File: src/rtl/ins_reg_pkg.sv
// Shared constants and types for the instruction register and its downstream decoder.
package ins_reg_pkg;

   localparam int unsigned INS_W    = 16;
   localparam int unsigned OPCODE_W = 4;
   localparam int unsigned ADDR_W   = 12;

   // Opcode field type consumed by the controller's decode logic.
   typedef logic [OPCODE_W-1:0] opcode_t;

endpackage : ins_reg_pkg

File: src/rtl/ins_reg.sv
// Instruction register: captures a full instruction word on loadIR and presents it
// split into a registered opcode (MSB field) and a registered address (LSB field).
// Outputs come straight from flops, so there is no combinational path from insin/loadIR.
module ins_reg
   import ins_reg_pkg::*;
(
   input  logic                clk,
   input  logic                rst,
   input  logic                loadIR,
   input  logic [INS_W-1:0]    insin,
   output logic [OPCODE_W-1:0] opcode,
   output logic [ADDR_W-1:0]   address
);

   // The two fields must tile the instruction word exactly.
   if (INS_W != OPCODE_W + ADDR_W) begin : g_width_check
      $error("ins_reg: INS_W must equal OPCODE_W + ADDR_W");
   end

   logic [OPCODE_W-1:0] opcode_d;
   logic [OPCODE_W-1:0] opcode_q;
   logic [ADDR_W-1:0]   address_d;
   logic [ADDR_W-1:0]   address_q;

   // Next-state: take both fields from insin on a load, otherwise hold.
   always_comb begin
      opcode_d  = opcode_q;
      address_d = address_q;
      if (loadIR) begin
         opcode_d  = insin[INS_W-1 -: OPCODE_W];
         address_d = insin[ADDR_W-1:0];
      end else begin
         opcode_d  = opcode_q;
         address_d = address_q;
      end
   end

   // Field registers; asynchronous reset wins over any load on the same edge.
   always_ff @(posedge clk or posedge rst) begin
      if (rst) begin
         opcode_q  <= {OPCODE_W{1'b0}};
         address_q <= {ADDR_W{1'b0}};
      end else begin
         opcode_q  <= opcode_d;
         address_q <= address_d;
      end
   end

   assign opcode  = opcode_q;
   assign address = address_q;

endmodule : ins_reg

File: config.mk
export PLATFORM = sky130hd
export DESIGN_NAME = ins_reg
export DESIGN_NICKNAME = d
export VERILOG_FILES = /design/src/rtl/ins_reg_pkg.sv /design/src/rtl/ins_reg.sv
export SDC_FILE = /design/constraint.sdc
export NUM_CORES = 1
export LEC_CHECK = 0
export CORE_MARGIN = 1.5
export CORE_UTILIZATION = 40
export DETAILED_ROUTE_END_ITERATION = 12
export PLACE_DENSITY = 0.86
export SKIP_LAST_GASP = 1
export SLEW_MARGIN = 10
export SYNTH_ARGS = -nofsm -noshare
export SYNTH_HDL_FRONTEND = slang
export SYNTH_SLANG_ARGS = --single-unit
File: constraint.sdc
create_clock -name clk -period 1.2 [get_ports clk]
set_input_delay 0.18 -clock clk [delete_from_list [all_inputs] [get_ports clk]]
set_output_delay 0.18 -clock clk [all_outputs]
set_load 0.02 [all_outputs]
Nets reached from selected ports:
Drawn at 8 px/um.
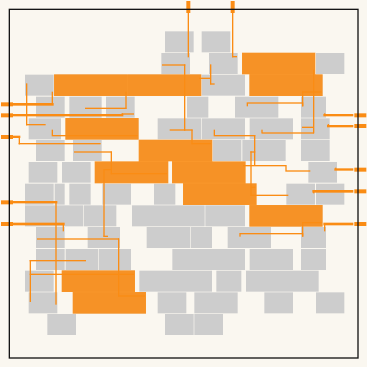
legend:
  address:
    color: orange
    bits: 12
    direction: output
    edge: 5 left, 5 right, 2 top
    end_cells: 12
    buffers: 12
    wire: 275 um

Clock routing:
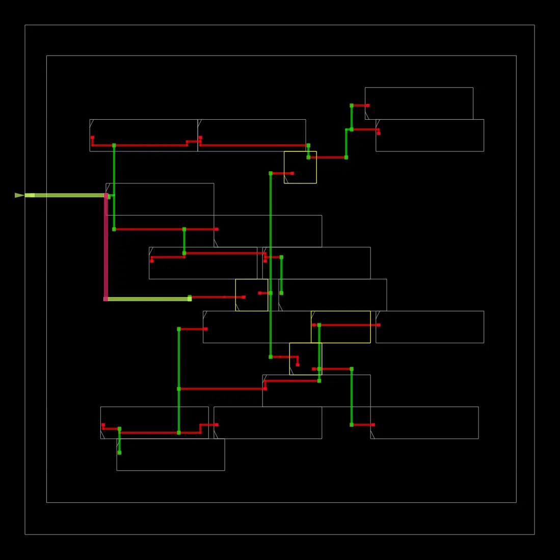
Setup Skew: 0 ps
CLK BUF: 4
later-pin clock latency in the skew report: 270 ps

==> results_slide.txt <==
Implementation Results

Synth
  – Yosys warnings: 0
  – Cell area after synthesis: 653 um^2
  – Yosys reg bits: 16
  – Yosys Chip Area: 653 um^2
  – Post-synth area hogs: dfrtp_1, mux2_4, mux2_2
  – Synthesized area per cell: 18.7 um^2
  – Share of the synthesized area in the top cell type: 61.3%
  – Synth area leader: dfrtp_1
  – Gate count of the mapped netlist: 35
  – Sequential share of the synthesized area: 61.3%
  – Distinct lib cells: 6
  – Cell count listed in synth_stat.txt: 35
  – Post-Syn Nets: 54

Finish
  – Fillers: 116
  – Synth-to-Final Area Change: 59.4%
  – Gate Area: 218 um^2
  – Antenna cells: 0
  – Fraction of layout cells with a size suffix above 1: 30.1%
  – Non-Filler Instances: 89
  – Flop area: 400 um^2
  – Post-layout nets: 93

Clocking
  – CTS clk-pin slew, worst paths: 90 ps
  – Largest buffer count on any clock path: 2
  – CTS tree: done
  – # H-tree levels: 1
  – CTS buffer count: 3
  – CTS sink cnt: 16
  – Postcts setup bufs: 0
  – Root buf cell: clkbuf_4

Global routing
  – Largest net degree at the start of global routing: 17
  – Gr usage total: 15.3%
  – First-pass GRT wire length: 2050 um
  – Initial antenna violation count: 0
  – Grt ovf: 0
  – Vias in the first global route: 456

Worst setup path
  – Worst-path cell chain: dlygate4sd2_1
  – Setup CP Type: register to output pin
  – Crit path buf inv count: 1
  – Startpoint class of the critical path: register
  – Worst-path fanout max: 2
  – Top cell family by delay on the critical path: flip-flops
  – CP max-delay cell: dfrtp_1
  – Crit path largest cell delay: 390 ps
  – Worst Path Required: 1020 ps
  – Crit end category: output pin
  – Critical Path AT: 980 ps

Timing
  – Final setup viols: 0
  – Final min period: 1160 ps
  – RSZ-0062 raised after global routing: no
  – Worst slew margin: 85.0%
  – Fin. Hold Viols: 0
  – Worst slew pin tran: 225 ps
  – Fin. max-slew vios: 0
  – Hold slack: 189 ps
  – Fmax: 862 MHz
  – Tcrit/Tclk final: 96.7%

Route
  – DR iter-0 viols: 3
  – Total wire length: 1200 um
  – Vias: 424
  – WL/cell: 13.4 um
  – Vias per std cell: 4.76
  – Drt first pass iters: 3
  – Post-DRT Antenna Nets: 0
  – Residual DRC: 0

Flow run
  – Max-cap violations: 0
  – OpenROAD warnings: 26

Floorplanning
  – Die Size: 1880 um^2
  – # IOs: 35
  – Die y size: 43.4 um
  – Fp util: 42.9%
  – Core Region: 1520 um^2
  – Die width: 43.4 um
  – # rows: 14

Power
  – Power per standard cell area: 1240 nW/um^2
  – Lkg Pwr: 0.480 nW
  – Worst vdd ir: 0.000728 V

Run status
  – Outcome: completed

Place
  – Dpl cells: 85
  – Placer congestion estimate: 0.687
  – # port buffers: 34

Worst hold path
  – Hold Path Class: input pin to async pin
## worst paths after layout
check	startpoint	to	slack, ps	cells after the start
worst min register to register	opcode[0]$_DFFE_PP0P_	opcode[0]$_DFFE_PP0P_	510	1
min in group clk	opcode[0]$_DFFE_PP0P_	opcode[0]$_DFFE_PP0P_	510	1
worst max register to register	address[10]$_DFFE_PP0P_	address[10]$_DFFE_PP0P_	430	1
worst min-delay path	rst	address[11]$_DFFE_PP0P_	190	3
max in group asynchronous	rst	opcode[1]$_DFFE_PP0P_	830	3
worst max-delay path	address[7]$_DFFE_PP0P_	address[7]	40	1
## kinds of logic (layout without fill, tap and decap cells)
| logic type | Yosys count | count (layout) | share of synthesized area (%) |
|---|---|---|---|
| multiplexers | 16 | 16 | 33.3 |
| flip-flops | 16 | 16 | 61.3 |
| buffers and inverters | 3 | 41 | 5.36 |
## state kept, by name, indices dropped and copies added (netlist names)
signal	flops
address	12
opcode	4
## Yosys cell counts
| library cell | count |
|---|---|
| buf_12 | 1 |
| mux2_2 | 6 |
| inv_1 | 1 |
| buf_6 | 1 |
| dfrtp_1 | 16 |
| mux2_4 | 10 |
## final cells by class
cell class,instances,share of cell area (%)
inverter,1,0.361
tap,16,1.92
multi-input combinational,16,20.9
clock buffer,4,3.49
timing repair buffer,36,34.9
sequential,16,38.5
## metal layers
| metal | GRT usage, % | vias to the layer above | wire [um] |
|---|---|---|---|
| li1 | - | 195 | - |
| met1 | 21.2 | 200 | 571 |
| met2 | 21.2 | 27 | 482 |
| met3 | 5.83 | 2 | 133 |
| met4 | 7.27 | 0 | 8 |
| met5 | 0 | - | 0 |
## timing repair
action,in CTS,in global routing
pin swaps,0,0
gates resized,16,12
hold buffers,0,0
endpoints found under the hold margin,0,0
endpoints found under the setup margin,16,12
## cells in the final DEF, fill, tap and decap left out, drive strengths merged
master,instances
buf,2
clkbuf,4
clkdlybuf4s15,12
clkdlybuf4s50,18
dfrtp,16
dlygate4sd2,4
inv,1
mux2,16
## through the flow
stage / setup TNS, ps / total power, mW / setup WS (ps) / util (%) / area (um^2)
floorplan: 0 / 0.803 / 358 / - / 653
global placement: -1550 / 0.982 / -116 / 66.3 / 1010
detailed placement: -1750 / 0.985 / -139 / 66.3 / 1010
CTS: 0 / 1.29 / 13.2 / 67.3 / 1030
global route: 0 / 1.35 / 1.08 / 68.3 / 1040
finish: 0 / 1.29 / 40.1 / 68.3 / 1040
## report_power, final
| group | internal (mW) | switching (mW) |
|---|---|---|
| Clock | 0.184 | 0.162 |
| Combinational | 0.186 | 0.136 |
| Sequential | 0.593 | 0.0284 |
No activity file was given, so power comes from the tool's default toggle rates.
